Fig. 1: placement view
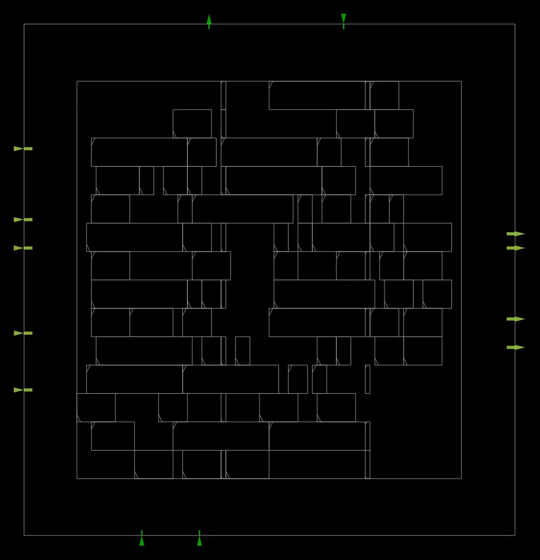
Fig. 2: drive-strength map
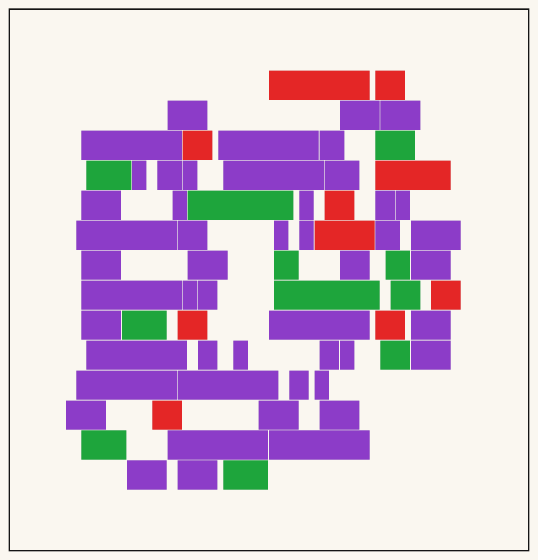
Fig. 3: cells coloured by class
Fill, decap, tap and diode cells in grey.
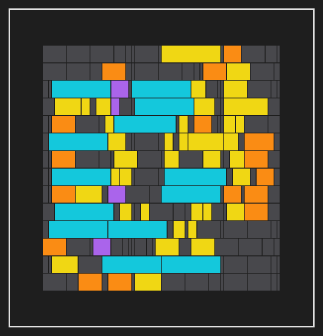
Fig. 4: nets reached from selected ports
The bar under the picture is 10 um long.
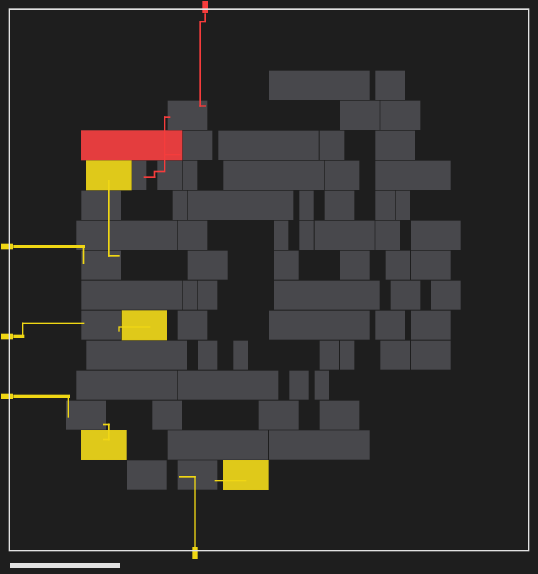
[config.mk]
export PLATFORM = sky130hd
export DESIGN_NAME = piso_serializer
export DESIGN_NICKNAME = d
export VERILOG_FILES = /design/src/rtl/piso_serializer.sv
export SDC_FILE = /design/constraint.sdc
export NUM_CORES = 1
export LEC_CHECK = 0
export CAP_MARGIN = 25
export CORE_AREA = 5 5 42 44
export CTS_CLUSTER_DIAMETER = 100
export DETAILED_ROUTE_END_ITERATION = 8
export DIE_AREA = 0 0 47 49
export PLACE_DENSITY = 0.74
export SYNTH_ARGS = -nofsm -noshare
export SYNTH_HDL_FRONTEND = slang
export SYNTH_SLANG_ARGS = --single-unit
[constraint.sdc]
create_clock -name clk -period 2.1 [get_ports clk]
set_clock_uncertainty 0.15 [all_clocks]
set_input_delay 0.42 -clock clk [delete_from_list [all_inputs] [get_ports clk]]
set_output_delay 0.42 -clock clk [all_outputs]
set_load 0.01 [all_outputs]
[src/rtl/piso_serializer.sv]
// Parallel-in serial-out serializer with a one-word holding buffer so that
// consecutive words stream out with no idle bits between them.
module piso_serializer #(
   parameter int WIDTH     = 4,
   parameter bit MSB_FIRST = 1
) (
   input  logic             clk,
   input  logic             rst,
   input  logic [WIDTH-1:0] data_in,
   input  logic             in_valid,
   output logic             in_ready,
   output logic             ser_out,
   output logic             ser_valid,
   output logic             ser_last,
   input  logic             out_ready,
   output logic             busy
);

   localparam int CNT_W = $clog2(WIDTH);
   localparam logic [CNT_W-1:0] LAST_CNT = CNT_W'(WIDTH - 1);

   typedef enum logic {IDLE, SHIFT} state_t;

   state_t           state;
   logic             hold_full;
   logic [WIDTH-1:0] hold_reg;
   logic [WIDTH-1:0] sh_reg;
   logic [CNT_W-1:0] cnt;

   logic             accept;
   logic             last_xfer;
   logic             load;
   logic             hold_full_next;
   logic [WIDTH-1:0] sh_shifted;
   logic             sh_bit;

   assign accept    = in_valid && in_ready;
   assign last_xfer = (state == SHIFT) && out_ready && (cnt == LAST_CNT);
   assign load      = hold_full && ((state == IDLE) || last_xfer);

   // A new word may land in the buffer on the same edge the old one leaves it.
   assign hold_full_next = accept || (hold_full && !load);

   assign sh_shifted = MSB_FIRST ? {sh_reg[WIDTH-2:0], 1'b0} : {1'b0, sh_reg[WIDTH-1:1]};
   assign sh_bit     = MSB_FIRST ? sh_reg[WIDTH-1] : sh_reg[0];

   always_ff @(posedge clk or negedge rst) begin
      if (!rst) begin
         state     <= IDLE;
         hold_full <= 1'b0;
         hold_reg  <= '0;
         sh_reg    <= '0;
         cnt       <= '0;
         in_ready  <= 1'b0;
      end else begin
         in_ready  <= ~hold_full_next;
         hold_full <= hold_full_next;
         if (accept) begin
            hold_reg <= data_in;
         end
         case (state)
            IDLE: begin
               if (hold_full) begin
                  sh_reg <= hold_reg;
                  cnt    <= '0;
                  state  <= SHIFT;
               end
            end
            SHIFT: begin
               if (out_ready) begin
                  if (cnt == LAST_CNT) begin
                     if (hold_full) begin
                        sh_reg <= hold_reg;
                        cnt    <= '0;
                     end else begin
                        sh_reg <= sh_shifted;
                        state  <= IDLE;
                     end
                  end else begin
                     sh_reg <= sh_shifted;
                     cnt    <= cnt + CNT_W'(1);
                  end
               end
            end
            default: state <= IDLE;
         endcase
      end
   end

   assign ser_valid = (state == SHIFT);
   assign ser_out   = ser_valid && sh_bit;
   assign ser_last  = ser_valid && (cnt == LAST_CNT);
   assign busy      = ser_valid || hold_full;

endmodule

==> results_slide.txt <==
Synthesis and Place & Route Summary

Critical path
  • Worst setup path class: reg2out
  • R2r setup slk: 0.58 ns
  • CP required: 1.53 ns
  • Cells along the critical path: or2_2 -> clkdlybuf4s50_1
  • WP buf/inv: 1
  • CP max stage delay: 0.48 ns
  • Crit path depth: 2
  • CP max stage cell: clkdlybuf4s50_1
  • Worst R2R Start: cnt[1]
  • Critical path endpoint: busy
  • Top Family by Delay on Critical Path: buffers and inverters

Power and ir drop
  • Overall Power: 1.07 mW
  • P_sw: 0.337 mW
  • Leakage: 0.390 nW
  • Share of power burned in registers: 42.2%
  • Cell Pwr Density: 1310 mW/mm2

Detailed routing
  • DRT met1 WL: 432 um
  • Highest metal layer with signal wires: met4
  • DR pass1 iterations: 4
  • DR vias/cell: 4.99
  • DRT iter0 DRCs: 6
  • Remaining DRCs: 0
  • Routed Antenna Nets: 0
  • Drt wl/cell: 11.9 um

Synthesis
  • Synth top cells by count: dfrtp_1, a21oi_1, inv_1, mux2_2, mux2i_1
  • Number of enable flip-flop cells: 0
  • Flops & latches, synth: 13
  • Mux contribution to synthesized area: 16.4%
  • Aoi share: 12.5%
  • Post-Syn Area: 611 um2
  • Simple share: 11.5%
  • Area leader share: 53.3%
  • Library cells used by synthesis: 21
  • Top cells by area: dfrtp_1, mux2_2, mux2i_1, a21oi_1, a21boi_4

Global route
  • Antenna violations before repair: 0
  • Largest net degree at the start of global routing: 14
  • GR Util met1: 13.7%

Clock tree
  • Htree depth: 1
  • Late-Pin Clk Latency: 0.27 ns
  • Post-CTS Resized: 3

Floorplan
  • Die H: 49 um
  • Die width: 47 um
  • Initial core utilization: 43.6%

Finish
  • Final clock-cell share: 3.23%
  • Comb area share: 33.4%
  • Count of clock buffers in the final design: 4
  • Most frequent cells in the layout: dfrtp_1, clkdlybuf4s50_1
  • Comb gates: 33
  • Layout non-clock buf frac: 18.8%
  • Final nets: 80
  • MI comb area: 272 um2
  • Reg area: 328 um2

Placement
  • Pre-CTS setup slack: 0.182 ns
  • Final RePlAce weighted congestion: 0.771
  • Area after DPL: 739 um2

Timing
  • Fin. Hold Viols: 0
  • Fmax: 0.490 GHz
  • Min cycle time layout: 2.04 ns
  • Final slew viol count: 0
  • Worst Hold Slack: 0.357 ns

Run status
  • Outcome: finished clean

Worst hold path
  • Worst min-delay path class: in2async
Notes on Fig. 1 above:
final cell count without fillers: 86
Util after Layout: 58.0%

Notes on Fig. 2 above:
legend:
  purple:
    size: drive 1 or less
    cells: 49
    share: 70%
  red:
    size: drive 3 to 4
    cells: 10
    share: 14%
    most_used: buf_4
  green:
    size: drive 2
    cells: 11
    share: 16%
    most_used: mux2_2
Buffers excl. clock: 16
fin worst setup slack: 0.0588 ns

Notes on Fig. 3 above:
legend:
  orange:
    class: other buffers and delay cells
    cells: 16
    share_of_their_area: 19%
  purple:
    class: clock drivers and dummy loads
    cells: 4
    share_of_their_area: 3.3%
  yellow:
    class: all other logic
    cells: 37
    share_of_their_area: 36%
  cyan:
    class: flip-flops
    cells: 13
    share_of_their_area: 41%
design area: 813 um2
Seq/total area: 40.3%
core area: 0.00140 mm2

Notes on Fig. 4 above:
legend:
  red:
    port: in_ready
    bits: 1
    direction: output
    edge: top
    end_cells: 1
    wire: 18.4 um
  yellow:
    port: data_in
    bits: 4
    direction: input
    edge: 3 left, 1 bottom
    end_cells: 4
    wire: 45.4 um
port buffer count: 12
I/O pin cnt: 13

No activity file was given, so power comes from the tool's default toggle rates.
